## src/rtl/array_mem_pkg.sv

```systemverilog
// Shared defaults and Array bus field layout for the word memory and its clients.
package array_mem_pkg;

  localparam int ADDR_N_DEF = 8;
  localparam int INT_N_DEF  = 8;

  // Request fields as a client would bundle them (default widths).
  typedef struct packed {
    logic [ADDR_N_DEF-1:0] addr;
    logic                  we;
    logic [INT_N_DEF-1:0]  di;
  } arr_req_t;

  // Response fields returned one cycle after an accepted read.
  typedef struct packed {
    logic                 rvalid;
    logic [INT_N_DEF-1:0] dout;
  } arr_rsp_t;

endpackage

```

## src/rtl/array_mem_if.sv

```systemverilog
// Array bus: valid/ready request with address, write enable and data; registered read data.
interface array_mem_if
  import array_mem_pkg::*;
#(
  parameter int ADDR_N = ADDR_N_DEF,
  parameter int INT_N  = INT_N_DEF
);
  logic              arr_valid;
  logic              arr_ready;
  logic [ADDR_N-1:0] arr_addr;
  logic              arr_we;
  logic [INT_N-1:0]  arr_di;
  logic [INT_N-1:0]  arr_do;
  logic              arr_rvalid;

  modport master (
    output arr_valid, arr_addr, arr_we, arr_di,
    input  arr_ready, arr_do, arr_rvalid
  );

  modport slave (
    input  arr_valid, arr_addr, arr_we, arr_di,
    output arr_ready, arr_do, arr_rvalid
  );
endinterface

```

## src/rtl/array_mem_core.sv

```systemverilog
// Bare single-port RAM: preloaded word i = i, write port and registered read port.
module array_mem_core
  import array_mem_pkg::*;
#(
  parameter int ADDR_N = ADDR_N_DEF,
  parameter int INT_N  = INT_N_DEF
) (
  input  logic              clk,
  input  logic              i_rst,
  input  logic              i_we,
  input  logic              i_re,
  input  logic [ADDR_N-1:0] i_addr,
  input  logic [INT_N-1:0]  i_di,
  output logic [INT_N-1:0]  o_do
);
  localparam int DEPTH = 1 << ADDR_N;

  typedef logic [DEPTH-1:0][INT_N-1:0] mem_t;

  function automatic mem_t init_mem();
    mem_t m;
    for (int i = 0; i < DEPTH; i++) m[i] = INT_N'(i);
    return m;
  endfunction

  // Power-up image only; reset never touches the array.
  mem_t             r_mem = init_mem();
  logic [INT_N-1:0] r_do;

  always_ff @(posedge clk) begin
    if (i_we) r_mem[i_addr] <= i_di;
  end

  always_ff @(posedge clk) begin
    if (i_rst)     r_do <= '0;
    else if (i_re) r_do <= r_mem[i_addr];
  end

  assign o_do = r_do;
endmodule

```

## src/rtl/array_mem.sv

```systemverilog
// Array bus slave: handshake, ready and read-valid generation around the RAM core.
module array_mem
  import array_mem_pkg::*;
#(
  parameter int ADDR_N = ADDR_N_DEF,
  parameter int INT_N  = INT_N_DEF
) (
  input  logic       clk,
  input  logic       rst,
  array_mem_if.slave arr
);
  logic r_ready;
  logic r_rvalid;
  logic w_ready;
  logic w_acc;
  logic w_rd;
  logic w_wr;

  // Gate with rst so a request in the first reset cycle is ignored too.
  assign w_ready = r_ready & ~rst;
  assign w_acc   = arr.arr_valid & w_ready;
  assign w_rd    = w_acc & ~arr.arr_we;
  assign w_wr    = w_acc &  arr.arr_we;

  always_ff @(posedge clk) begin
    if (rst) begin
      r_ready  <= 1'b0;
      r_rvalid <= 1'b0;
    end else begin
      r_ready  <= 1'b1;
      r_rvalid <= w_rd;
    end
  end

  array_mem_core #(
    .ADDR_N (ADDR_N),
    .INT_N  (INT_N)
  ) u_core (
    .clk    (clk),
    .i_rst  (rst),
    .i_we   (w_wr),
    .i_re   (w_rd),
    .i_addr (arr.arr_addr),
    .i_di   (arr.arr_di),
    .o_do   (arr.arr_do)
  );

  assign arr.arr_ready  = w_ready;
  assign arr.arr_rvalid = r_rvalid;
endmodule

```

## src/flat_wrapper.sv

```systemverilog
// flat-port wrapper written by rule: the top's interface ports become plain ports
module array_mem_flat import array_mem_pkg::*;
#(
  parameter int ADDR_N = ADDR_N_DEF,
  parameter int INT_N  = INT_N_DEF
)
  (clk, rst, arr_arr_valid, arr_arr_addr, arr_arr_we, arr_arr_di, arr_arr_ready, arr_arr_do, arr_arr_rvalid);
  array_mem_if #(.ADDR_N(ADDR_N), .INT_N(INT_N)) arr_i ();
  input  logic clk;
  input  logic rst;
  input wire logic [$bits(arr_i.arr_valid)-1:0] arr_arr_valid;
  input wire logic [$bits(arr_i.arr_addr)-1:0] arr_arr_addr;
  input wire logic [$bits(arr_i.arr_we)-1:0] arr_arr_we;
  input wire logic [$bits(arr_i.arr_di)-1:0] arr_arr_di;
  output wire logic [$bits(arr_i.arr_ready)-1:0] arr_arr_ready;
  output wire logic [$bits(arr_i.arr_do)-1:0] arr_arr_do;
  output wire logic [$bits(arr_i.arr_rvalid)-1:0] arr_arr_rvalid;
  assign arr_i.arr_valid = arr_arr_valid;
  assign arr_i.arr_addr = arr_arr_addr;
  assign arr_i.arr_we = arr_arr_we;
  assign arr_i.arr_di = arr_arr_di;
  assign arr_arr_ready = arr_i.arr_ready;
  assign arr_arr_do = arr_i.arr_do;
  assign arr_arr_rvalid = arr_i.arr_rvalid;
  array_mem #(.ADDR_N(ADDR_N), .INT_N(INT_N)) u_core (.clk(clk), .rst(rst), .arr(arr_i));
endmodule
```

## config.mk

```make
export PLATFORM = sky130hd
export DESIGN_NAME = array_mem_flat
export DESIGN_NICKNAME = d
export VERILOG_FILES = /design/src/rtl/array_mem_pkg.sv /design/src/rtl/array_mem_if.sv /design/src/rtl/array_mem_core.sv /design/src/rtl/array_mem.sv /design/src/flat_wrapper.sv
export SDC_FILE = /design/constraint.sdc
export NUM_CORES = 2
export LEC_CHECK = 0
export CAP_MARGIN = 20
export CORE_MARGIN = 2
export CORE_UTILIZATION = 44
export CTS_CLUSTER_DIAMETER = 100
export DETAILED_ROUTE_END_ITERATION = 6
export PLACE_DENSITY = 0.66
export SLEW_MARGIN = 10
export SYNTH_ARGS = -nofsm -noshare
export SYNTH_HDL_FRONTEND = slang
export SYNTH_SLANG_ARGS = --single-unit
export TNS_END_PERCENT = 5
```

## constraint.sdc

```tcl
create_clock -name clk -period 3.42 [get_ports clk]
set_input_delay 0.342 -clock clk [delete_from_list [all_inputs] [get_ports clk]]
set_output_delay 0.342 -clock clk [all_outputs]
set_load 0.01 [all_outputs]
```

flops_by_reg.png
The bar under the picture is 100 um long. Other sequential cells in the stronger grey, the rest of the logic in the fainter grey.
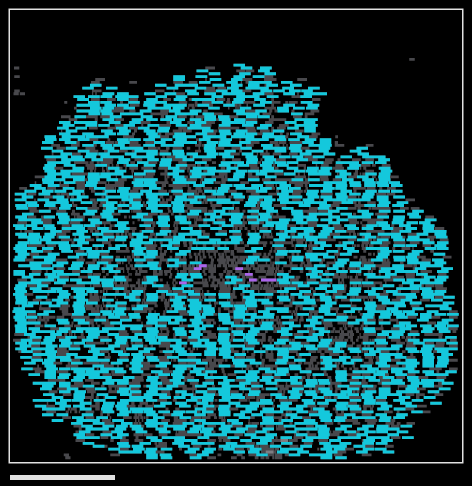
legend:
  purple:
    name_in_the_netlist: u_core.u_core.o_do
    sequential_cells: 8
    where: middle
  cyan:
    name_in_the_netlist: u_core.u_core.r_mem
    sequential_cells: 2048
    where: widely spread
not coloured: 2
Final Core Density: 51.7%
sequential logic power: 27.7 mW

detail.png
Window x 307 to 337, y 92 to 122 um. Cells in grey, sequential cells in the stronger grey; small squares are vias.
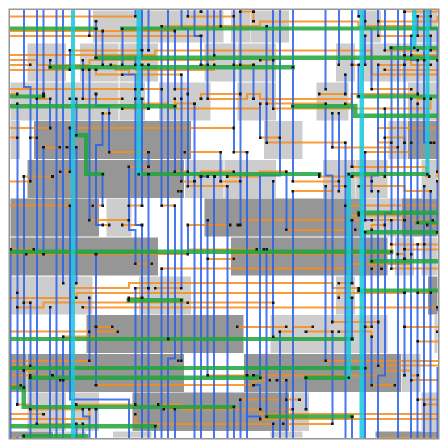
legend:
  cyan:
    layer: metal 4
  green:
    layer: metal 3
  orange:
    layer: metal 1
  blue:
    layer: metal 2
cells with their middle in the window: 49
most frequent: edfxtp_1 (10), nor2_1 (9), buf_4 (7)
sequential cells in the window: 10
netlist names of flops here include: u_core.u_core.r_mem (10)

==> design notes <==
The report lists the power per cell area as 554 nW/um2. OpenSTA lists the critical path endpoint as u_core.u_core.o_do[3]$_SDFFE_PP0P_. For reference, the most critical setup path is categorized as in -> reg. The run gives 3742 as the number of nets at floorplan. The post-detailed-route DRC marker count was 0.

With the net switching power at 10.9 mW, the number of standard cells reported by yosys is 3722. The run gives 58 as the count of unique library cells instantiated by Yosys. The pre-CTS setup check shows a worst slack of -0.104 ns.

Leaving out fill and tap cells, the most frequent cells in the layout are sky130_fd_sc_hd__edfxtp_1, sky130_fd_sc_hd__buf_4, sky130_fd_sc_hd__mux4_2. The most common cell in the synthesized netlist is sky130_fd_sc_hd__edfxtp_1. For hold timing, the worst endpoint is u_core.u_core.r_mem[1075]$_DFFE_PP_. Largest area contributor in the netlist: sky130_fd_sc_hd__edfxtp_1. With the register-to-register setup slack at 0.59 ns, the total length of routed met2 wires is 100 mm. The tools report the max-capacitance violation count as 0. The first routing iteration left 5721 violations. TritonCTS built the clock tree. For this run, the leading register cell type out of synthesis is sky130_fd_sc_hd__edfxtp_1.

With the global-route total usage across every layer at 22.6%, the area after detailed placement is 86900 um2. Net total in the final layout: 4345. Summed over all failing endpoints, the final setup total negative slack is 0 ns. Global routing put the most usage on met2. The cell type of the slowest stage on the worst timing path was sky130_fd_sc_hd__buf_8.

The logs give 40.7 mW for the cell-internal power and 0 for the remaining antenna violation count. Per the CTS log, the maximum H-tree level is 4. The launch point of the worst min-delay path is recorded as arr_arr_di[3]. Data arrives at the worst endpoint at 3.54 ns.

The floorplan step set the die height to 429 um. For this run the aggregate overflow at the end of global routing stands at 0. The CTS log lists the clock sinks for this run as 2058. The worst hold path depth came out at 1. The slew check shows that the tightest pin keeps a relative margin of 28.2%.

After synthesis, the cell types taking the most area are sky130_fd_sc_hd__edfxtp_1, sky130_fd_sc_hd__mux4_2, sky130_fd_sc_hd__mux2i_1. After synthesis the netlist holds a flip-flop and latch count of 2058. With the required time of the critical path at 4.12 ns, the core utilization at floorplan is 44.1%. Using the TritonRoute via totals, the vias-per-cell ratio works out to 6.02. Counting cells, the worst reg-to-reg path comes to 7.

According to the report, the first pass of detailed routing completed in 6 iterations. The top routing layer in use is met5. The via count of the first global-routing pass is 41.2k. In this run the worst path has a maximum fanout of 51. The slew at the pin closest to its max-slew limit was 1.07 ns.

Beginning of the critical path: arr_arr_addr[1]. The root buffer cell was sky130_fd_sc_hd__clkbuf_16. Yosys reports that the most numerous cell types are sky130_fd_sc_hd__edfxtp_1, sky130_fd_sc_hd__mux4_2, sky130_fd_sc_hd__nor2_1.

The dominant power group in this design is sequential cells. The flow ran to the end, and the final reports show no timing, DRC or antenna violations. Final period demand of the worst path: 2.84 ns. The sort of element at the end of the critical path was a flip-flop.

In this run the horizontal extent of the chip is 429 um. Traced cell by cell, the critical path runs through buf_8 > buf_12 > buf_4 > mux4_2 > a22oi_1 > a21boi_0 > o211ai_1 > buf_4 > o311ai_0 > a311o_1. The worst register-to-register path begins at u_core.u_core.r_mem[955]$_DFFE_PP_.

With the share of flip-flops with an asynchronous set or reset at 0%, the final non-filler cell area is 93100 um2. For met1 alone, demand over resource in global routing was 30.8%. The number of port buffers was 29; the global routing usage on met3 was 4.89%. The Yosys warning count was 0; the share of total power consumed by net switching was 21.2%.

30 I/O pins were placed. The detailed router put a total of 81.5 mm of wire on met1. The core region is 180000 um2. The logs give a warning total of 42.

The number of flops mapped to enable cells by yosys works out to 2048. The tools report the achievable clock frequency as 352 MHz. With the final HPWL from detailed placement at 135 mm, the mean instance size in the synthesized netlist is 21.4 um2.

The final max-slew violation count was 0; the count of instances resized after the clock tree is built was 0. The highest cell delay on the worst timing path is 0.44 ns, and the worst-case vdd ir drop is 497 uV. The power consumed by combinational cells is 2.73 mW, and the final wirelength is 210 mm. The script extracted a total leakage power of 29.9 nW. The synthesized design devotes to its leading area cell type 77.4% of total area.

The portion of the clock cycle consumed by the worst path in the final layout was 83.2%. In this run the full chip footprint comes out at 184000 um2. Looking at the power breakdown, combinational cells take 5.3% of the total.

In the detailed route, the total length drawn on met3 is 19.6 mm. The sequential share of power is 53.8%. The final weighted congestion in routability-driven placement was 0.921; the pin count of the biggest net entering global routing was 128. The largest register by flop count is u_core.u_core.r_mem. The logs give 6858 for the number of non-filler instances in the completed layout and 77.6% for the sequential-to-total area share from yosys stat.

The registers of the reported paths see a clock transition of 0.06 ns. With the worst-case setup margin in the final layout at 0.576 ns, the total via count after detailed routing is 41.3k. The logs give 3 for the maximum clock insertion buffer count and 35.8% for the global routing usage on met2. In this design, the critical path's most frequently occurring cell is sky130_fd_sc_hd__buf_4. For the worst hold slack, the log shows 0.109 ns. For the initial antenna violation count, the log shows 5. The number of buffers inserted to repair setup after CTS is 0, and the number of flip-flops in the largest register is 2048.

The count of endpoints failing setup in the final report is 0. Per the final timing report, the hold violations number 0. After layout, the design draws a total of 51.6 mW. Ratio of cells with drive above 1 in the final layout: 30.9%.
clocks.png
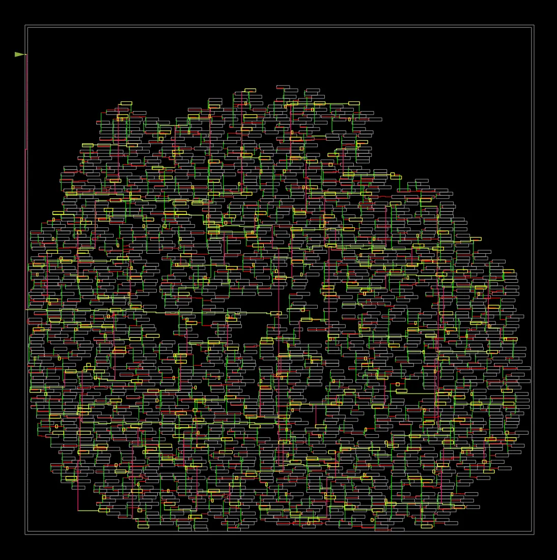
clock buffers created by TritonCTS: 196
number of clock-tree buffers in the layout: 244
total clock network power: 21.1 mW

clk_routes.png
The bar under the picture is 100 um long.
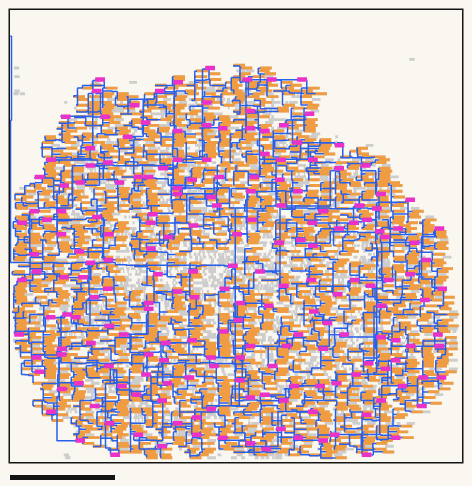
legend:
  blue:
    item: clock wires
    length: 22.0 mm
  orange:
    item: flip-flops
    count: 2058
  magenta:
    item: clock drivers
    count: 196
routed clock nets: 197
part of the total power dissipated in the clock network: 40.9%
worst-case clock skew: 0.0446 ns
Skew-Pair Late Insertion Delay: 0.83 ns

## logic make-up (layout without fill, tap and decap cells)
family | Yosys count | after routing | synth area share [%]
flip-flops | 2058 | 2058 | 77.6
multiplexers | 613 | 613 | 15.2
AND/OR/NAND/NOR | 460 | 460 | 2.45
AND-OR/OR-AND | 359 | 359 | 3.23
buffers and inverters | 232 | 996 | 1.49
other | 0 | 2 | 0
## worst max-delay path, delay by kind of cell
family                 cells  cell delay [ns]
muxes                      1             0.31
AOI/OAI and AO/OA          5             1.71
buffers and inverters      4             1.09
## final cells by class
cell class,instances,area (um2)
repair buffers,633,5520
flip-flops and latches,2058,61700
inverters,4,15.0
multi-input cells,1432,16700
well taps,2370,2970
fillers,14000,87100
clock buffers,244,5170
clock inverters,115,1050
diodes,2,5.00
No activity file was given, so power comes from the tool's default toggle rates.
